## config.mk

```make
export PLATFORM = sky130hd
export DESIGN_NAME = hazard_stall_ctrl
export DESIGN_NICKNAME = d
export VERILOG_FILES = /design/src/rtl/hazard_stall_ctrl.sv
export SDC_FILE = /design/constraint.sdc
export NUM_CORES = 1
export LEC_CHECK = 0
export ABC_AREA = 1
export CORE_MARGIN = 8
export CORE_UTILIZATION = 52
export CTS_CLUSTER_DIAMETER = 30
export DETAILED_ROUTE_END_ITERATION = 8
export GPL_TIMING_DRIVEN = 0
export HOLD_SLACK_MARGIN = 0.12
export PLACE_DENSITY = 0.86
export SYNTH_ARGS = -nofsm -noshare
export SYNTH_HDL_FRONTEND = slang
export SYNTH_SLANG_ARGS = --single-unit
export TNS_END_PERCENT = 20
```

## constraint.sdc

```tcl
create_clock -name clk -period 4.8 [get_ports clk]
set_clock_uncertainty 0.05 [all_clocks]
set_input_delay 0.48 -clock clk [delete_from_list [all_inputs] [get_ports clk]]
set_output_delay 0.48 -clock clk [all_outputs]
set_load 0.01 [all_outputs]
```

## src/rtl/hazard_stall_ctrl.sv

```systemverilog
// Pipeline hazard and stall controller for the 5-stage MIPS core.
// Resolves load-use hazards, taken-branch flushes and mul/div busy stalls,
// and keeps a saturating count of cycles in which the PC was held.
module hazard_stall_ctrl #(
  parameter int MUL_LAT = 4,
  parameter int DIV_LAT = 32,
  parameter int CNT_W   = 16
) (
  input  logic             clk,
  input  logic             rst,
  input  logic [4:0]       id_rs,
  input  logic [4:0]       id_rt,
  input  logic             id_use_rs,
  input  logic             id_use_rt,
  input  logic             id_md_read,
  input  logic [4:0]       ex_rd,
  input  logic             ex_mem_read,
  input  logic             branch_taken,
  input  logic             md_start,
  input  logic             md_is_div,
  output logic             pc_write,
  output logic             ifid_write,
  output logic             ifid_flush,
  output logic             idex_flush,
  output logic             md_busy,
  output logic [CNT_W-1:0] stall_count
);

  // Down-counter only has to hold max(MUL_LAT, DIV_LAT)-1.
  localparam int MAX_LAT = (MUL_LAT > DIV_LAT) ? MUL_LAT : DIV_LAT;
  localparam int MD_CW   = (MAX_LAT > 1) ? $clog2(MAX_LAT) : 1;

  localparam logic [MD_CW-1:0] MUL_LOAD = MD_CW'(MUL_LAT - 1);
  localparam logic [MD_CW-1:0] DIV_LOAD = MD_CW'(DIV_LAT - 1);
  localparam logic [CNT_W-1:0] CNT_MAX  = {CNT_W{1'b1}};

  typedef enum logic {
    RUN     = 1'b0,
    MD_WAIT = 1'b1
  } state_t;

  state_t             state_reg;
  logic [MD_CW-1:0]   md_cnt_reg;
  logic               md_busy_reg;
  logic [CNT_W-1:0]   stall_count_reg;

  logic               load_use;
  logic               md_stall;

  // Front-end controls, resolved in priority order from the current cycle.
  always_comb begin
    load_use = ex_mem_read && (ex_rd != 5'd0) &&
               ((id_use_rs && (id_rs == ex_rd)) ||
                (id_use_rt && (id_rt == ex_rd)));
    md_stall = (state_reg == MD_WAIT) && id_md_read;

    pc_write   = 1'b1;
    ifid_write = 1'b1;
    ifid_flush = 1'b0;
    idex_flush = 1'b0;

    if (rst) begin
      pc_write   = 1'b0;
      ifid_write = 1'b0;
      ifid_flush = 1'b1;
      idex_flush = 1'b1;
    end else if (branch_taken) begin
      // Wrong-path instructions in IF and ID are squashed; fetch redirects.
      ifid_flush = 1'b1;
      idex_flush = 1'b1;
    end else if (md_stall || load_use) begin
      // Hold PC and IF/ID, push a bubble into EX.
      pc_write   = 1'b0;
      ifid_write = 1'b0;
      idex_flush = 1'b1;
    end
  end

  // Mul/div occupancy FSM; a start is honoured even alongside a taken
  // branch because the mul/div is older than the branch.
  always_ff @(posedge clk) begin
    if (rst) begin
      state_reg   <= RUN;
      md_cnt_reg  <= '0;
      md_busy_reg <= 1'b0;
    end else begin
      case (state_reg)
        RUN: begin
          if (md_start) begin
            state_reg   <= MD_WAIT;
            md_cnt_reg  <= md_is_div ? DIV_LOAD : MUL_LOAD;
            md_busy_reg <= 1'b1;
          end
        end
        MD_WAIT: begin
          if (md_cnt_reg == '0) begin
            state_reg   <= RUN;
            md_busy_reg <= 1'b0;
          end else begin
            md_cnt_reg <= md_cnt_reg - MD_CW'(1);
          end
        end
        default: begin
          state_reg   <= RUN;
          md_cnt_reg  <= '0;
          md_busy_reg <= 1'b0;
        end
      endcase
    end
  end

  // Saturating count of held-PC cycles outside reset.
  always_ff @(posedge clk) begin
    if (rst) begin
      stall_count_reg <= '0;
    end else if (!pc_write && (stall_count_reg != CNT_MAX)) begin
      stall_count_reg <= stall_count_reg + CNT_W'(1);
    end
  end

  assign md_busy     = md_busy_reg;
  assign stall_count = stall_count_reg;

endmodule

```

==> metrics.cfg, run 1 <==
[synthesis]
ys_ff = 23
largest_area_cell = dfxtp_1
syn_area_um2 = 1620
ys_chip_area_um2 = 1620
synth.top_cell.area_share_pct = 28.5
ys_types = 32
synthFlopType = dfxtp_1
avgSynthCellArea_um2 = 6.24
ys_seq_share_pct = 28.5
ys_sh_xor_pct = 0.542
synth-cells-yosys = 259
synthTopCellsByCount = nand2_1 (81), nor2_1 (38), inv_1 (36), dfxtp_1 (23), nand3_1 (13)
simple_gate_share_pct = 44.1
synth_nets = 286

[place]
gp_congestion = 0.847
dp_hpwl_mm = 3.05
dp.cells = 336
pre_cts_ws_ns = 1.71
placed_area_um2 = 2100

[run]
cap_violations = 0
warnings = 27

[power]
p_int_mw = 0.281
power_frac_clock_pct = 23.0
peakVddDrop_uv = 136
power_leakage_nw = 0.944
swShare_pct = 29.3
power.group.top = sequential cells
p_comb_mw = 0.0985
switchingPower_mw = 0.116
comb_power_share_pct = 24.8

[route]
firstDrtPassIters = 4
finalWirelength_mm = 3.94
vias_per_cell = 5.02
drc = 0

[clock_tree]
cts_resized = 0
clock-sinks = 23
clock-root-buffer = clkbuf_4
htreeDepth = 1
clkSlewWorstSetupHoldPaths_ns = 0.12
hold_buffers = 0
clk_path_buf_depth = 2
post_cts_buffers = 0

[final_layout]
mostFrequentLayoutCells = nand2_1 (81), clkdlybuf4s50_1 (44), nor2_1 (38), inv_1 (36), dfxtp_1 (23)
sh_seq_area_pct = 21.7
largest_class = multi-input combinational cells
final_layout_size_suffix_gt1_share_pct = 9.45
num_antenna_cells = 0
flops = 23
comb.multi_input.count = 188
comb_share_pct = 44.4
clk_share_pct = 1.24
area_share_nonclk_buffers_pct = 23.1
seqCellArea_um2 = 460
fin_util_pct = 70.7
largest_reg_flops = 16
num-fill-cells = 262
layout_top_cell = nand2_1
nClkBuffers = 4

[critical_path]
endpoint = pc_write
crit_fanout = 8
worstRegToRegCells = 10
crit_type = input pin to output port
r2r_slack_ns = 2.93
r2r-start = stall_count[0]
crit_start = ex_rd[4]
crit_required_ns = 4.27

[timing]
fmax_mhz = 326
tightest_slew_ns = 0.497
relSlewSlack_pct = 66.7
drv_slew = 0
finalWorstSetupSlack_ns = 1.73
min_period_ns = 3.07
rsz0062_at_grt = false

[die]
row_count = 20
nWellTaps = 33
die_area_um2 = 5150
initial_core_util_pct = 53.8
die_h_um = 71.7

[outcome]
status = complete, no violations

[global_route]
grt-ovfl-total = 0
antenna_found_initial = 0
grtUsageTotal_pct = 15.9
grt_max_degree = 13
grt_pass1_vias = 1580
grt_pass1_wl_mm = 6.81

[worst_hold_path]
hold_depth = 2
min_from = stall_count[2]

-- run 1: per-layer routing --
metal  routed length [um]  part of all wire [%]  global-route usage (%)  vias to the layer above
met5                    0                     0                       0                        -
met4                   52                   1.3                    5.44                        0
met3                  312                   7.9                    4.46                        4
met2                 1570                    40                    24.7                       60
met1                 2010                    51                    20.4                      726
li1                     -                     -                       -                      918
-- run 1: worst max-delay path: stages --
cell and delay (ns):
clkdlybuf4s50_1 0.54, inv_2 0.05, nand2_1 0.05, nand2_1 0.05, nor2_1 0.12, nand3_1 0.08
nand2_1 0.08, nand2_2 0.07, nand2_4 0.07, nand2_4 0.05, nand2_1 0.20, inv_1 0.09
buf_4 0.13, clkdlybuf4s50_1 0.47
run_1/met1.png
(8 px per um) Supply wires on this layer in grey.
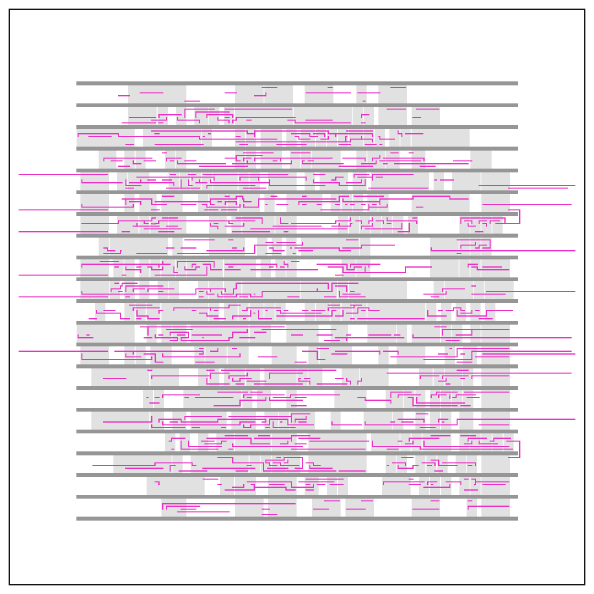
- nets with wire on the layer: 311
- share of all routed wire: 51%
- main direction: horizontal
- wire length on this layer: 2010 um
- longest straight run: 23.0 um

run_1/met3.png
(4 px per um)
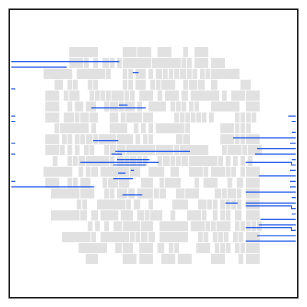
- share of all routed wire: 7.9%
- nets with wire on the layer: 42
- wire length on this layer: 312 um
- longest straight run: 26.7 um
- main direction: horizontal

run_1/final_congestion.png
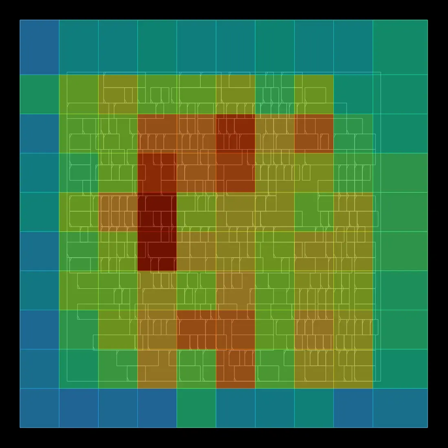
GR Util met1: 20.4%
routed len/inst: 11.6 um

run_1/metal_stack.png
(6 px per um) Two of the layers only.
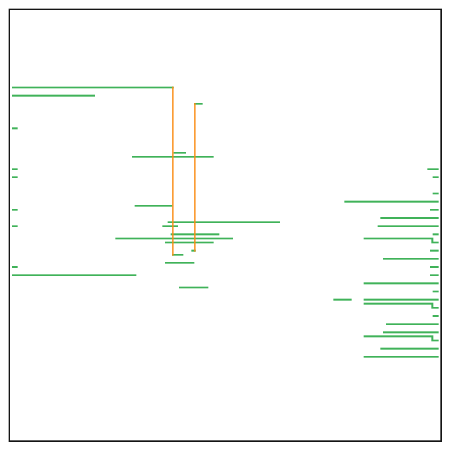

--- run 2 (diff from run 1) ---
CORE_UTILIZATION = 48   (was 52)
PLACE_DENSITY = 0.8   (was 0.86)
clock period = 3.2 ns   (was 4.8 ns; I/O delays follow)
run_2/metal_stack.png
(6 px per um) Two of the layers only.
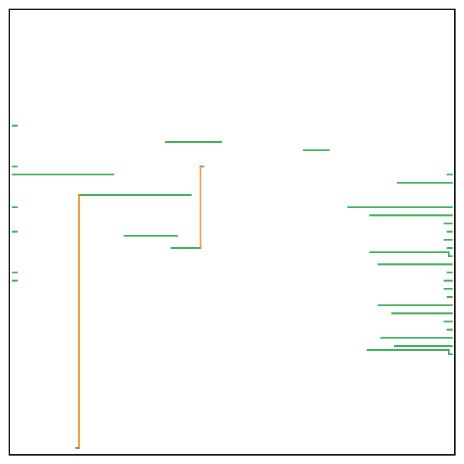
- met3: green (wire length 201 um)
- met4: orange (wire length 55.8 um)

run_2/met3.png
(4 px per um)
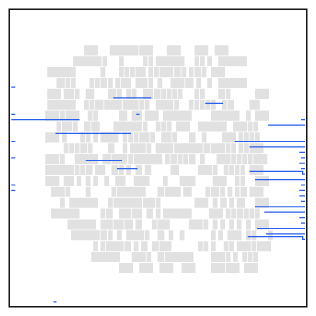
- share of all routed wire: 5.2%
- longest straight run: 18.6 um
- wire length on this layer: 201 um

==> run 2 against run 1 <==
Effect of this change: core utilization shrank 5.5 points; critical path depth is the same; sequential share of layout area shrank 0.18 points; design area grew 0.82%; critical path type unchanged.
==> metrics.cfg, run 2 <==
[die]
initial_core_util_pct = 49.2  ; was 53.8%
row_count = 21  ; was 20
die-width_um = 74.0  ; was 71.7 um
die_area_um2 = 5480  ; was 5150 um2
die_h_um = 74.0  ; was 71.7 um

[synthesis]
ys_seq_share_pct = 28.5  ; unchanged
ys_sh_xor_pct = 0.542  ; unchanged
syn_area_um2 = 1620  ; unchanged
avgSynthCellArea_um2 = 6.24  ; unchanged
synthFlopType = dfxtp_1  ; unchanged
ys_types = 32  ; unchanged
synthTopCellsByCount = nand2_1 (81), nor2_1 (38), inv_1 (36), dfxtp_1 (23), nand3_1 (13)  ; unchanged
ys_sh_mux_pct = 0  ; unchanged
largest_area_cell = dfxtp_1  ; unchanged
synth.top_cell.area_share_pct = 28.5  ; unchanged
async_reset_ff_share_pct = 0  ; unchanged
synth.most_common_cell = nand2_1  ; unchanged
ys_ff = 23  ; unchanged
ys_chip_area_um2 = 1620  ; unchanged
synth-cells-yosys = 259  ; unchanged
edf_count = 0  ; unchanged
synth_nets = 286  ; unchanged
logic_family = simple AND/OR/NAND/NOR gates  ; unchanged
simple_gate_share_pct = 44.1  ; unchanged

[critical_path]
endpoint = pc_write  ; unchanged
r2r-start = stall_count[0]  ; unchanged
worstRegToRegCells = 10  ; unchanged
r2r_slack_ns = 1.29  ; was 2.93 ns
crit_start = ex_rd[4]  ; unchanged
path_depth = 14  ; unchanged
max_stage_delay_ns = 0.54  ; about the same
cp-start-kind = input pin  ; unchanged
slowest_stage = clkdlybuf4s50_1  ; unchanged
path_cells = clkdlybuf4s50_1 > inv_2 > nand2_1 > nand2_1 > nor2_1 > nand3_1 > nand2_1 > nand2_2 > nand2_4 > nand2_4 > nand2_1 > inv_1 > buf_4 > clkdlybuf4s50_1  ; unchanged
crit_required_ns = 2.83  ; was 4.27 ns
cp_num_buf_inv = 5  ; unchanged
crit_type = input pin to output port  ; unchanged
crit_family = buffers and inverters  ; unchanged
crit_fanout = 8  ; unchanged
cp_common_cell = nand2_1  ; unchanged

[route]
finalWirelength_mm = 3.87  ; was 3.94 mm
drc = 0  ; unchanged
wl_per_cell_um = 11.0  ; was 11.6 um
wl_met1_mm = 1.97  ; was 2.01 mm
dr_wl_met3_um = 201  ; was 312 um
initialDrtViolationCount = 104  ; was 73
vias_per_cell = 4.88  ; was 5.02
top_layer_used = met4  ; unchanged
wl_met2_mm = 1.64  ; was 1.57 mm
firstDrtPassIters = 4  ; unchanged

[clock_tree]
numCtsBuffers = 3  ; unchanged
cts_tree = yes  ; unchanged
clkSlewWorstSetupHoldPaths_ns = 0.14  ; was 0.12 ns
clkLatencyLatePin_ns = 0.32  ; was 0.31 ns
post_cts_buffers = 0  ; unchanged
clock-root-buffer = clkbuf_4  ; unchanged
htreeDepth = 1  ; unchanged
cts_resized = 0  ; unchanged
hold_buffers = 0  ; unchanged
clk_path_buf_depth = 2  ; unchanged
clock-sinks = 23  ; unchanged

[global_route]
grt-ovfl-total = 0  ; unchanged
grtUsageTotal_pct = 14.4  ; was 15.9%
grt_use_met2_pct = 22.9  ; was 24.7%
grt_max_degree = 14  ; was 13
grt_pass1_wl_mm = 6.36  ; was 6.81 mm
antenna_found_initial = 0  ; unchanged
grt.busiest_layer = met2  ; unchanged
grtUsageMet1_pct = 18.3  ; was 20.4%
met3_usage_pct = 2.83  ; was 4.46%
grt_pass1_vias = 1560  ; was 1580

[worst_hold_path]
min_from = stall_count[2]  ; unchanged
hold_depth = 2  ; unchanged

[final_layout]
final_layout_size_suffix_gt1_share_pct = 9.77  ; was 9.45%
fin_util_pct = 65.2  ; was 70.7%
final_area_um2 = 2140  ; was 2120 um2
mostFrequentLayoutCells = nand2_1 (81), clkdlybuf4s50_1 (44), nor2_1 (38), inv_1 (36), dfxtp_1 (23)  ; unchanged
num_antenna_cells = 0  ; unchanged
largest_reg_flops = 16  ; unchanged
layout_top_cell = nand2_1  ; unchanged
num-fill-cells = 320  ; was 262
seqCellArea_um2 = 460  ; unchanged

[timing]
finalWorstSetupSlack_ns = 0.424  ; was 1.73 ns
tightest_slew_ns = 0.494  ; was 0.497 ns
rsz0062_at_grt = false  ; unchanged
min_period_ns = 2.78
post-route-period-util_pct = 86.8
hold_ws_ns = 0.479  ; was 0.467 ns
drv_slew = 0  ; unchanged
fmax_mhz = 360
final.setup.tns_ns = 0  ; unchanged
relSlewSlack_pct = 66.8  ; was 66.7%

[place]
gp_congestion = 0.849  ; was 0.847
dp_hpwl_mm = 3.09  ; was 3.05 mm
dp.cells = 349  ; was 336
pre_cts_ws_ns = 0.418  ; was 1.71 ns
placed_area_um2 = 2110  ; was 2100 um2

[power]
peakVddDrop_uv = 172  ; was 136 uV
power_leakage_nw = 0.946  ; was 0.944 nW

[run]
cap_violations = 0  ; unchanged
warnings = 27  ; unchanged

[outcome]
status = complete, no violations  ; unchanged

run_2/registers.png
(6 px per um) Other sequential cells in the stronger grey, the rest of the logic in the fainter grey.
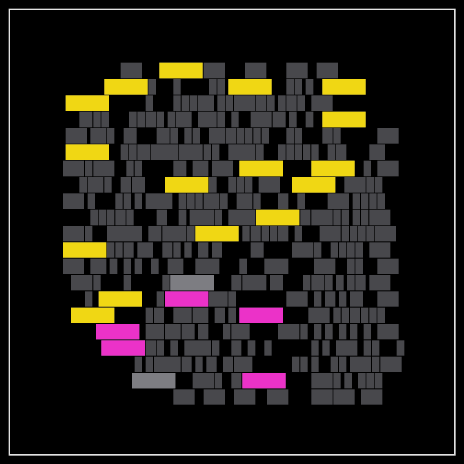
- `stall_count`: yellow (flops 16)
- `md_cnt_reg`: magenta (flops 5)

run 2: cell counts after synthesis:
No cell type changed its count.
run 2: final cells by class:
type	instances	area share, %
flip-flops and latches	23	21.5
inverters	42	7.60
multi-input cells	188	44.0
clock inverters	1	0.234
repair buffers	44	20.6
well taps	46	2.69
clock buffers	3	1.05
plain buffers	6	2.34
run 2: tightest hold or removal path: cells and delay by family, from the launching register on:
kind / cells / cell delay [ns]
compound gates: 1 / 0.05
flops: 1 / 0.38
buf+inv: 1 / 0.07
run 2: power by group:
group / switching, mW / internal, mW / leakage [nW]
registers: 0.0120 / 0.300 / 0.188
clock network: 0.0901 / 0.0467 / 0.0177
logic: 0.0736 / 0.0727 / 0.741
total: 0.176 / 0.419 / 0.946
run_2/met1.png
(8 px per um) Supply wires on this layer in grey.
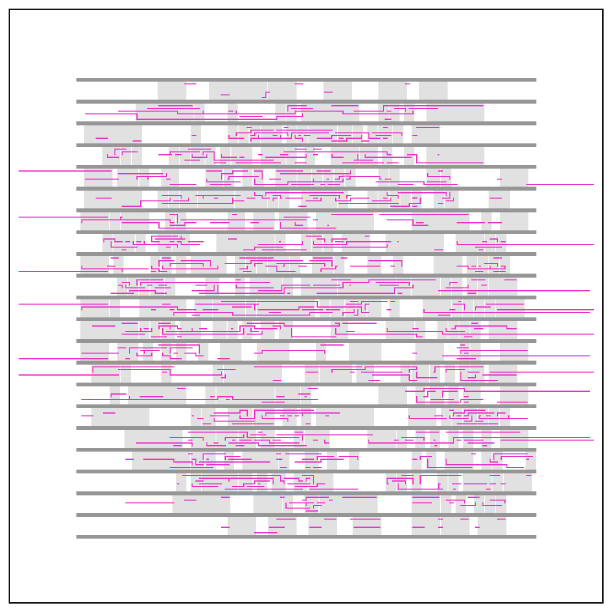

--- run 3 (diff from run 2) ---
CORE_UTILIZATION = 52   (was 48)
PLACE_DENSITY = 0.86   (was 0.8)
clock period = 3.57 ns   (was 3.2 ns; I/O delays follow)
run_3/met1.png
(8 px per um) Supply wires on this layer in grey.
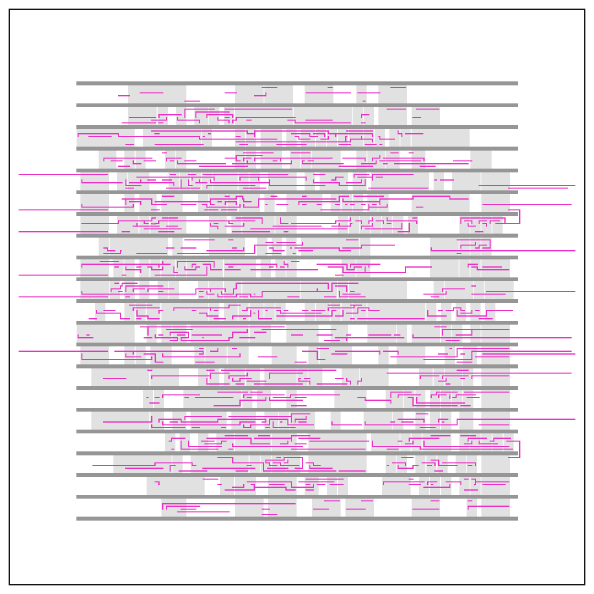
- longest straight run: 23.0 um
- wire length on this layer: 2010 um
- share of all routed wire: 51%
- nets with wire on the layer: 311

run_3/met3.png
(4 px per um)
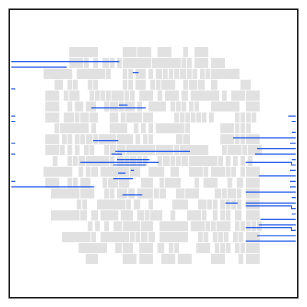
- main direction: horizontal
- longest straight run: 26.7 um
- wire length on this layer: 312 um
- nets with wire on the layer: 42
- share of all routed wire: 7.9%

==> run 3 against run 2 <==
Effect of this change: via count fell by 0.87%; largest power group unchanged; sequential power fell by 11%; design area decreased by 0.82%; largest cell class unchanged; register-to-register slack improved by 0.41 ns; core utilization up 5.5 points; critical path depth stayed put; die area down 6.1%; worst setup slack improved by 0.32 ns; sequential cell count stayed put; hold slack worse by 0.012 ns; non-clock buffer count did not move; combinational power fell by about 10%.
==> metrics.cfg, run 3 <==
[timing]
min_period_ns = 2.82
hold_ws_ns = 0.467  ; was 0.479 ns
tightest_slew_ns = 0.497  ; was 0.494 ns
relSlewSlack_pct = 66.7  ; was 66.8%
finalWorstSetupSlack_ns = 0.748  ; was 0.424 ns
fmax_mhz = 354
final.setup.tns_ns = 0  ; unchanged
post-route-period-util_pct = 79.1
drv_slew = 0  ; unchanged
rsz0062_at_grt = false  ; unchanged
timing.final.hold_violations = 0  ; unchanged

[final_layout]
comb.multi_input.count = 188  ; unchanged
multiInputGateArea_um2 = 942  ; unchanged
layout_top_cell = nand2_1  ; unchanged
nClkBuffers = 4  ; was 3
largest_reg_flops = 16  ; unchanged
sh_seq_area_pct = 21.7  ; was 21.5%
mostFrequentLayoutCells = nand2_1 (81), clkdlybuf4s50_1 (44), nor2_1 (38), inv_1 (36), dfxtp_1 (23)  ; unchanged
inverters = 42  ; unchanged
clk_share_pct = 1.24  ; was 1.29%
nets = 335  ; unchanged
flops = 23  ; unchanged
largest_class = multi-input combinational cells  ; unchanged
buffers_excl_clock = 50  ; unchanged
syn2layout_area_growth_pct = 31.4  ; was 32.5%
comb_share_pct = 44.4  ; was 44.0%
final_area_um2 = 2120  ; was 2140 um2
fin_util_pct = 70.7  ; was 65.2%
seqCellArea_um2 = 460  ; unchanged
fin_cells = 340  ; was 353
num-fill-cells = 262  ; was 320
area_share_nonclk_buffers_pct = 23.1  ; was 22.9%
final_layout_size_suffix_gt1_share_pct = 9.45  ; was 9.77%
num_antenna_cells = 0  ; unchanged

[global_route]
grt_pass1_wl_mm = 6.81  ; was 6.36 mm
grt_max_degree = 13  ; was 14
antenna_found_initial = 0  ; unchanged
grt_use_met2_pct = 24.7  ; was 22.9%
grtUsageMet1_pct = 20.4  ; was 18.3%
met3_usage_pct = 4.46  ; was 2.83%
grt.busiest_layer = met2  ; unchanged
grt_pass1_vias = 1580  ; was 1560
grt-ovfl-total = 0  ; unchanged
grtUsageTotal_pct = 15.9  ; was 14.4%

[clock_tree]
numCtsBuffers = 3  ; unchanged
cts_resized = 0  ; unchanged
clock-root-buffer = clkbuf_4  ; unchanged
clkSlewWorstSetupHoldPaths_ns = 0.12  ; was 0.14 ns
clock-sinks = 23  ; unchanged
clk_path_buf_depth = 2  ; unchanged
post_cts_buffers = 0  ; unchanged
clkLatencyLatePin_ns = 0.31  ; was 0.32 ns
hold_buffers = 0  ; unchanged
htreeDepth = 1  ; unchanged
cts_tree = yes  ; unchanged

[synthesis]
ys_types = 32  ; unchanged
avgSynthCellArea_um2 = 6.24  ; unchanged
syn_area_um2 = 1620  ; unchanged
synth-cells-yosys = 259  ; unchanged
edf_count = 0  ; unchanged
ys_seq_share_pct = 28.5  ; unchanged
area_leaders = dfxtp_1 (29%), nand2_1 (19%), nor2_1 (8.8%), inv_1 (8.4%), nand3_1 (4.0%)  ; unchanged
ys_chip_area_um2 = 1620  ; unchanged
ys_ff = 23  ; unchanged
synthTopCellsByCount = nand2_1 (81), nor2_1 (38), inv_1 (36), dfxtp_1 (23), nand3_1 (13)  ; unchanged
synth.most_common_cell = nand2_1  ; unchanged
synth_nets = 286  ; unchanged
async_reset_ff_share_pct = 0  ; unchanged
largest_area_cell = dfxtp_1  ; unchanged
yosys_warnings = 0  ; unchanged
synthFlopType = dfxtp_1  ; unchanged
synth.top_cell.area_share_pct = 28.5  ; unchanged

[critical_path]
path_depth = 14  ; unchanged
crit_required_ns = 3.16  ; was 2.83 ns
max_stage_delay_ns = 0.54  ; about the same
cp_num_buf_inv = 5  ; unchanged
endpoint = pc_write  ; unchanged
r2r_slack_ns = 1.70  ; was 1.29 ns
r2r-start = stall_count[0]  ; unchanged
arrival_ns = 2.42  ; was 2.41 ns
worstRegToRegCells = 10  ; unchanged
crit_type = input pin to output port  ; unchanged
crit_fanout = 8  ; unchanged
crit_start = ex_rd[4]  ; unchanged
slowest_stage = clkdlybuf4s50_1  ; unchanged
cp-start-kind = input pin  ; unchanged
rr_endpoint = stall_count[15]  ; unchanged
path_cells = clkdlybuf4s50_1 > inv_2 > nand2_1 > nand2_1 > nor2_1 > nand3_1 > nand2_1 > nand2_2 > nand2_4 > nand2_4 > nand2_1 > inv_1 > buf_4 > clkdlybuf4s50_1  ; unchanged
crit_family = buffers and inverters  ; unchanged
critPathCaptureType = output port  ; unchanged
cp_common_cell = nand2_1  ; unchanged

[power]
p_per_area_nw_per_um2 = 252  ; was 278 nW/um2
peakVddDrop_uv = 182  ; was 172 uV
power_leakage_nw = 0.944  ; was 0.946 nW
total_power_mw = 0.534  ; was 0.595 mW

[die]
nWellTaps = 33  ; was 46
row_count = 20  ; was 21
die-width_um = 71.7  ; was 74.0 um
io_pins = 45  ; unchanged
die_area_um2 = 5150  ; was 5480 um2
initial_core_util_pct = 53.8  ; was 49.2%
die_h_um = 71.7  ; was 74.0 um

[route]
wl_met1_mm = 2.01  ; was 1.97 mm
top_layer_used = met4  ; unchanged
firstDrtPassIters = 4  ; unchanged
vias_per_cell = 5.02  ; was 4.88
wl_met2_mm = 1.57  ; was 1.64 mm
wl_per_cell_um = 11.6  ; was 11.0 um
finalWirelength_mm = 3.94  ; was 3.87 mm
vias = 1708  ; was 1723
antenna_left = 0  ; unchanged
drc = 0  ; unchanged
initialDrtViolationCount = 73  ; was 104
dr_wl_met3_um = 312  ; was 201 um

[worst_hold_path]
min-delay-path-class = register to register  ; unchanged
hold_path_end = stall_count[2]  ; unchanged
min_from = stall_count[2]  ; unchanged
hold_depth = 2  ; unchanged

[place]
dp_hpwl_mm = 3.05  ; was 3.09 mm
pre_cts_ws_ns = 0.723  ; was 0.418 ns
placed_area_um2 = 2100  ; was 2110 um2
dp.cells = 336  ; was 349
gp_congestion = 0.847  ; was 0.849

[run]
cap_violations = 0  ; unchanged
warnings = 27  ; unchanged

[outcome]
status = complete, no violations  ; unchanged

run_3/metal_stack.png
(6 px per um) Two of the layers only.
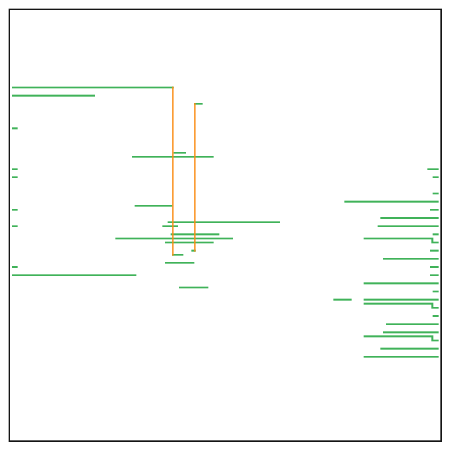
- met3: green (wire length 312 um)
- met4: orange (wire length 52.4 um)

==> run 3: cell counts after synthesis <==
Identical to the previous run, type by type.
==> run 3: where the power goes <==
part | internal [mW] | leakage, nW | switching (mW) | total (mW)
logic | 0.0652 | 0.741 | 0.0672 | 0.132
clock network | 0.0437 | 0.0150 | 0.0792 | 0.123
registers | 0.269 | 0.188 | 0.0101 | 0.279
==> run 3: worst min-delay path, delay by kind of cell, from the launching register on <==
family | cells | cell delay [ns]
flops | 1 | 0.37
buf+inv | 1 | 0.06
compound gates | 1 | 0.05
==> run 3: cell families (layout without fill, tap and decap cells) <==
family	after synthesis	count (layout)	synth area share [%]
flops	23	23	28.5
buf+inv	48	96	13.2
xor+xnor	1	1	0.542
simple gates	155	155	44.1
fa+ha+maj	3	3	2.32
compound gates	29	29	11.4
No activity file was given, so power comes from the tool's default toggle rates.
